Clock wiring as the flow saved it:
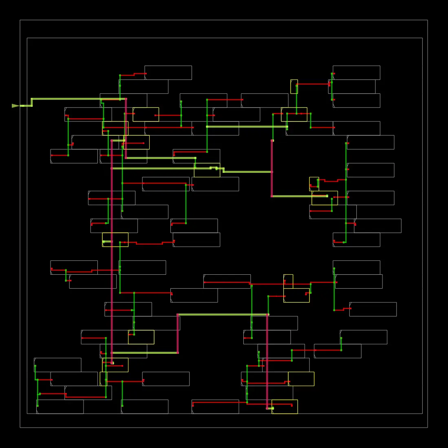
M2 wires:
Drawn at 4 px/µm.
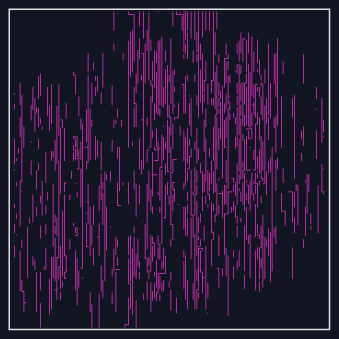
Power grid:
Drawn at 4 px/µm. Pins as bars on the die edge.
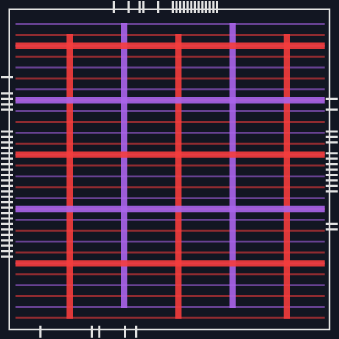
Cell density map:
Drawn at 4 px/µm. The die is cut into 8 by 8 equal tiles; black is low, pale yellow is high, 0 to 100% covered.
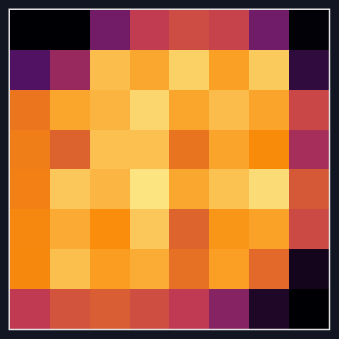
`config.mk`:
```
export PLATFORM = sky130hd
export DESIGN_NAME = usb_transaction_controller
export DESIGN_NICKNAME = d
export VERILOG_FILES = /design/src/rtl/usb_transaction_controller.sv
export SDC_FILE = /design/constraint.sdc
export NUM_CORES = 1
export LEC_CHECK = 0
export CAP_MARGIN = 20
export CORE_UTILIZATION = 51
export CTS_CLUSTER_DIAMETER = 150
export DETAILED_ROUTE_END_ITERATION = 8
export PLACE_DENSITY = 0.9
export SKIP_CTS_REPAIR_TIMING = 1
export SYNTH_ARGS = -nofsm -noshare
export SYNTH_HDL_FRONTEND = slang
export SYNTH_SLANG_ARGS = --single-unit
```
`constraint.sdc`:
```
create_clock -name clk_i -period 2.3 [get_ports clk_i]
set_input_delay 0.23 -clock clk_i [delete_from_list [all_inputs] [get_ports clk_i]]
set_output_delay 0.23 -clock clk_i [all_outputs]
set_load 0.01 [all_outputs]
```
`src/rtl/usb_transaction_controller.sv`:
```
// Full-speed USB device transaction sequencer: accepts tokens, picks the
// ACK/NAK/STALL/DATAx response, owns data toggles and address, detects bus reset.
module usb_transaction_controller #(
  parameter int NUM_EP       = 4,
  parameter int TIMEOUT_CLKS = 72,
  parameter int RESET_CLKS   = 120
) (
  input  logic              clk_i,
  input  logic              rst_ni,
  input  logic              line_se0_i,
  input  logic              rx_pkt_valid_i,
  input  logic [3:0]        rx_pid_i,
  input  logic [6:0]        rx_address_i,
  input  logic [3:0]        rx_endpoint_i,
  input  logic              rx_crc_ok_i,
  input  logic [NUM_EP-1:0] ep_in_ready_i,
  input  logic [NUM_EP-1:0] ep_out_ready_i,
  input  logic [NUM_EP-1:0] ep_stall_i,
  input  logic [6:0]        new_address_i,
  input  logic              new_address_valid_i,
  input  logic              tx_done_i,
  output logic              tx_req_o,
  output logic [3:0]        tx_pid_o,
  output logic              tx_is_data_o,
  output logic [3:0]        tx_endpoint_o,
  output logic              rx_commit_o,
  output logic              rx_discard_o,
  output logic              in_ack_o,
  output logic              setup_seen_o,
  output logic [3:0]        cur_endpoint_o,
  output logic [6:0]        device_address_o,
  output logic              bus_reset_o
);

  localparam logic [3:0] PID_OUT   = 4'b0001;
  localparam logic [3:0] PID_IN    = 4'b1001;
  localparam logic [3:0] PID_SETUP = 4'b1101;
  localparam logic [3:0] PID_DATA0 = 4'b0011;
  localparam logic [3:0] PID_DATA1 = 4'b1011;
  localparam logic [3:0] PID_ACK   = 4'b0010;
  localparam logic [3:0] PID_NAK   = 4'b1010;
  localparam logic [3:0] PID_STALL = 4'b1110;

  localparam int EPW = (NUM_EP > 1) ? $clog2(NUM_EP) : 1;
  localparam int TMW = $clog2(TIMEOUT_CLKS + 1);
  localparam int SEW = $clog2(RESET_CLKS + 1);

  typedef enum logic [2:0] {
    S_IDLE, S_DECODE, S_WAIT_DATA, S_SEND_HS, S_SEND_DATA, S_WAIT_ACK
  } state_e;

  typedef struct packed {
    logic [3:0] pid;
    logic       is_data;
  } tx_cmd_t;

  state_e            state_q, state_d;
  logic [3:0]        cur_ep_q, cur_ep_d;
  logic [3:0]        tok_pid_q, tok_pid_d;
  tx_cmd_t           tx_q, tx_d;
  logic              tx_req_q, tx_req_d;
  logic              rx_commit_q, rx_commit_d;
  logic              rx_discard_q, rx_discard_d;
  logic              in_ack_q, in_ack_d;
  logic              setup_seen_q, setup_seen_d;
  logic              bus_reset_q, bus_reset_d;
  logic [6:0]        dev_addr_q, dev_addr_d;
  logic [6:0]        pend_addr_q, pend_addr_d;
  logic              pend_vld_q, pend_vld_d;
  logic [NUM_EP-1:0] tog_in_q, tog_in_d;
  logic [NUM_EP-1:0] tog_out_q, tog_out_d;
  logic [TMW-1:0]    tmo_q, tmo_d;
  logic [SEW-1:0]    se0_cnt_q, se0_cnt_d;

  logic [EPW-1:0] ep_idx;
  logic           tok_ok, is_data_pid, tmo_exp, bus_rst_det;
  logic           hs_send;
  logic [3:0]     hs_pid;

  assign ep_idx      = cur_ep_q[EPW-1:0];
  assign is_data_pid = (rx_pid_i == PID_DATA0) || (rx_pid_i == PID_DATA1);
  assign tok_ok      = rx_pkt_valid_i && rx_crc_ok_i && (rx_address_i == dev_addr_q) &&
                       ({1'b0, rx_endpoint_i} < 5'(NUM_EP)) &&
                       ((rx_pid_i == PID_OUT) || (rx_pid_i == PID_IN) || (rx_pid_i == PID_SETUP));
  assign tmo_exp     = (tmo_q == TMW'(TIMEOUT_CLKS - 1));
  // Fires only on the transition into saturation, so one pulse per SE0 episode.
  assign bus_rst_det = line_se0_i && (se0_cnt_q == SEW'(RESET_CLKS - 1));

  always_comb begin
    state_d      = state_q;
    cur_ep_d     = cur_ep_q;
    tok_pid_d    = tok_pid_q;
    tx_d         = tx_q;
    tx_req_d     = 1'b0;
    rx_commit_d  = 1'b0;
    rx_discard_d = 1'b0;
    in_ack_d     = 1'b0;
    setup_seen_d = 1'b0;
    bus_reset_d  = 1'b0;
    dev_addr_d   = dev_addr_q;
    pend_addr_d  = pend_addr_q;
    pend_vld_d   = pend_vld_q;
    tog_in_d     = tog_in_q;
    tog_out_d    = tog_out_q;
    tmo_d        = '0;
    hs_send      = 1'b0;
    hs_pid       = PID_ACK;

    case (state_q)
      S_IDLE: begin
        if (tok_ok) begin
          cur_ep_d  = rx_endpoint_i;
          tok_pid_d = rx_pid_i;
          state_d   = S_DECODE;
        end
      end
      S_DECODE: begin
        if (tok_pid_q == PID_IN) begin
          if (ep_stall_i[ep_idx]) begin
            hs_send = 1'b1;
            hs_pid  = PID_STALL;
          end else if (ep_in_ready_i[ep_idx]) begin
            state_d  = S_SEND_DATA;
            tx_req_d = 1'b1;
            tx_d     = '{pid: (tog_in_q[ep_idx] ? PID_DATA1 : PID_DATA0), is_data: 1'b1};
          end else begin
            hs_send = 1'b1;
            hs_pid  = PID_NAK;
          end
        end else begin
          state_d = S_WAIT_DATA;
        end
      end
      S_WAIT_DATA: begin
        tmo_d = tmo_q + TMW'(1);
        if (rx_pkt_valid_i) begin
          state_d = S_IDLE;
          if (is_data_pid) begin
            if (!rx_crc_ok_i) begin
              rx_discard_d = 1'b1;
            end else if (tok_pid_q == PID_SETUP) begin
              hs_send           = 1'b1;
              rx_commit_d       = 1'b1;
              setup_seen_d      = 1'b1;
              tog_out_d[ep_idx] = 1'b1;
              tog_in_d[ep_idx]  = 1'b1;
            end else if (ep_stall_i[ep_idx]) begin
              hs_send      = 1'b1;
              hs_pid       = PID_STALL;
              rx_discard_d = 1'b1;
            end else if (rx_pid_i[3] != tog_out_q[ep_idx]) begin
              // Host missed our last ACK and resent: acknowledge, keep nothing.
              hs_send      = 1'b1;
              rx_discard_d = 1'b1;
            end else if (!ep_out_ready_i[ep_idx]) begin
              hs_send      = 1'b1;
              hs_pid       = PID_NAK;
              rx_discard_d = 1'b1;
            end else begin
              hs_send           = 1'b1;
              rx_commit_d       = 1'b1;
              tog_out_d[ep_idx] = ~tog_out_q[ep_idx];
            end
          end
        end else if (tmo_exp) begin
          state_d = S_IDLE;
        end
      end
      S_SEND_HS: begin
        if (tx_done_i) begin
          state_d = S_IDLE;
          tx_d    = '0;
        end
      end
      S_SEND_DATA: begin
        if (tx_done_i) begin
          state_d = S_WAIT_ACK;
          tx_d    = '0;
        end
      end
      S_WAIT_ACK: begin
        tmo_d = tmo_q + TMW'(1);
        if (rx_pkt_valid_i) begin
          state_d = S_IDLE;
          if ((rx_pid_i == PID_ACK) && rx_crc_ok_i) begin
            in_ack_d         = 1'b1;
            tog_in_d[ep_idx] = ~tog_in_q[ep_idx];
            // Status stage of SET_ADDRESS completes on the ep0 IN ACK.
            if (pend_vld_q && (cur_ep_q == 4'd0)) begin
              dev_addr_d = pend_addr_q;
              pend_vld_d = 1'b0;
            end
          end
        end else if (tmo_exp) begin
          state_d = S_IDLE;
        end
      end
      default: state_d = S_IDLE;
    endcase

    if (hs_send) begin
      state_d  = S_SEND_HS;
      tx_req_d = 1'b1;
      tx_d     = '{pid: hs_pid, is_data: 1'b0};
    end

    if (new_address_valid_i) begin
      pend_addr_d = new_address_i;
      pend_vld_d  = 1'b1;
    end

    if (!line_se0_i)                         se0_cnt_d = '0;
    else if (se0_cnt_q == SEW'(RESET_CLKS)) se0_cnt_d = se0_cnt_q;
    else                                     se0_cnt_d = se0_cnt_q + SEW'(1);

    if (bus_rst_det) begin
      state_d      = S_IDLE;
      bus_reset_d  = 1'b1;
      dev_addr_d   = '0;
      pend_addr_d  = '0;
      pend_vld_d   = 1'b0;
      tog_in_d     = '0;
      tog_out_d    = '0;
      tmo_d        = '0;
      tx_d         = '0;
      tx_req_d     = 1'b0;
      rx_commit_d  = 1'b0;
      rx_discard_d = 1'b0;
      in_ack_d     = 1'b0;
      setup_seen_d = 1'b0;
    end
  end

  always_ff @(posedge clk_i or negedge rst_ni) begin
    if (!rst_ni) begin
      state_q      <= S_IDLE;
      cur_ep_q     <= '0;
      tok_pid_q    <= '0;
      tx_q         <= '0;
      tx_req_q     <= 1'b0;
      rx_commit_q  <= 1'b0;
      rx_discard_q <= 1'b0;
      in_ack_q     <= 1'b0;
      setup_seen_q <= 1'b0;
      bus_reset_q  <= 1'b0;
      dev_addr_q   <= '0;
      pend_addr_q  <= '0;
      pend_vld_q   <= 1'b0;
      tog_in_q     <= '0;
      tog_out_q    <= '0;
      tmo_q        <= '0;
      se0_cnt_q    <= '0;
    end else begin
      state_q      <= state_d;
      cur_ep_q     <= cur_ep_d;
      tok_pid_q    <= tok_pid_d;
      tx_q         <= tx_d;
      tx_req_q     <= tx_req_d;
      rx_commit_q  <= rx_commit_d;
      rx_discard_q <= rx_discard_d;
      in_ack_q     <= in_ack_d;
      setup_seen_q <= setup_seen_d;
      bus_reset_q  <= bus_reset_d;
      dev_addr_q   <= dev_addr_d;
      pend_addr_q  <= pend_addr_d;
      pend_vld_q   <= pend_vld_d;
      tog_in_q     <= tog_in_d;
      tog_out_q    <= tog_out_d;
      tmo_q        <= tmo_d;
      se0_cnt_q    <= se0_cnt_d;
    end
  end

  assign tx_req_o         = tx_req_q;
  assign tx_pid_o         = tx_q.pid;
  assign tx_is_data_o     = tx_q.is_data;
  assign tx_endpoint_o    = cur_ep_q;
  assign rx_commit_o      = rx_commit_q;
  assign rx_discard_o     = rx_discard_q;
  assign in_ack_o         = in_ack_q;
  assign setup_seen_o     = setup_seen_q;
  assign cur_endpoint_o   = cur_ep_q;
  assign device_address_o = dev_addr_q;
  assign bus_reset_o      = bus_reset_q;

endmodule

```
==> impl_metrics.env <==
# implementation run metrics
export IMPL_ys_seq_share_pct=47.2
export IMPL_seq_area_mm2=0.00145
export IMPL_highest_layer="met4"
export IMPL_yosys_area_top_type="dfrtp_1"
export IMPL_fin_ws_ps=144
export IMPL_buffer_area_share_pct=20.3
export IMPL_hold_viol=0
export IMPL_grt_max_degree=28
export IMPL_period_used_pct=93.8
export IMPL_tap_cell_count=72
export IMPL_gr_usage_met1_pct=32.1
export IMPL_r2r_slack_ps=140
export IMPL_status="finished, final reports clean"
export IMPL_finalClockSkew_ps=8.16
export IMPL_total_power_mw=2.50
export IMPL_pin_count=67
export IMPL_syn_area_mm2=0.00308
export IMPL_async_reset_ff_share_pct=100
export IMPL_crit_start="cur_endpoint_o[0]"
export IMPL_relSlewSlack_pct=61.9
export IMPL_maxSlewViolCount=0
export IMPL_synthDominantCellAreaShare_pct=47.2
export IMPL_grt_first_pass_wirelength_um=11900
export IMPL_insertedDiodeCount=0
Back to the opening pictures, 'clock wiring as the flow saved it':
CLK BUF: 14
Sink Count: 58
Num CTS Buffers: 9

Back to the opening pictures, 'M2 wires':
The layer carries 3380 µm of wire. 360 nets have wire on it. The layer holds 48% of the routed length.

Back to the opening pictures, 'power grid':
Key: VSS = red; VDD = purple
The core has 27 rows. 67 signal pins sit on the boundary.

Back to the opening pictures, 'cell density map':
The fullest tile reaches 94%. 45% of the tiles are over 75% full. 6.2% of the tiles are nearly empty. The mean over all tiles is 63%.

## cells in the final DEF (no fill, tap or decap), types with 5 or more instances in the layout
| cell type | n |
|---|---|
| clkdlybuf4s50_1 | 65 |
| dfrtp_1 | 57 |
| nor2_1 | 37 |
| buf_4 | 19 |
| nand2_1 | 17 |
| mux2i_1 | 14 |
| clkbuf_8 | 12 |
| a21oi_1 | 11 |
| o21ai_0 | 10 |
| xor2_1 | 8 |
| inv_1 | 7 |
| xnor2_1 | 7 |
| nor3_1 | 7 |
| and2_1 | 6 |
| nand2b_1 | 6 |
| mux2_2 | 6 |
| nand3_1 | 5 |
| mux4_2 | 5 |
## report_power, final
group          internal, mW  switching [mW]  leakage, nW  total [mW]
Clock                 0.476           0.388       0.0965       0.864
Sequential             1.08          0.0864        0.780        1.17
Combinational         0.242           0.228        0.921       0.471
Power and IR drop assume default switching activity.
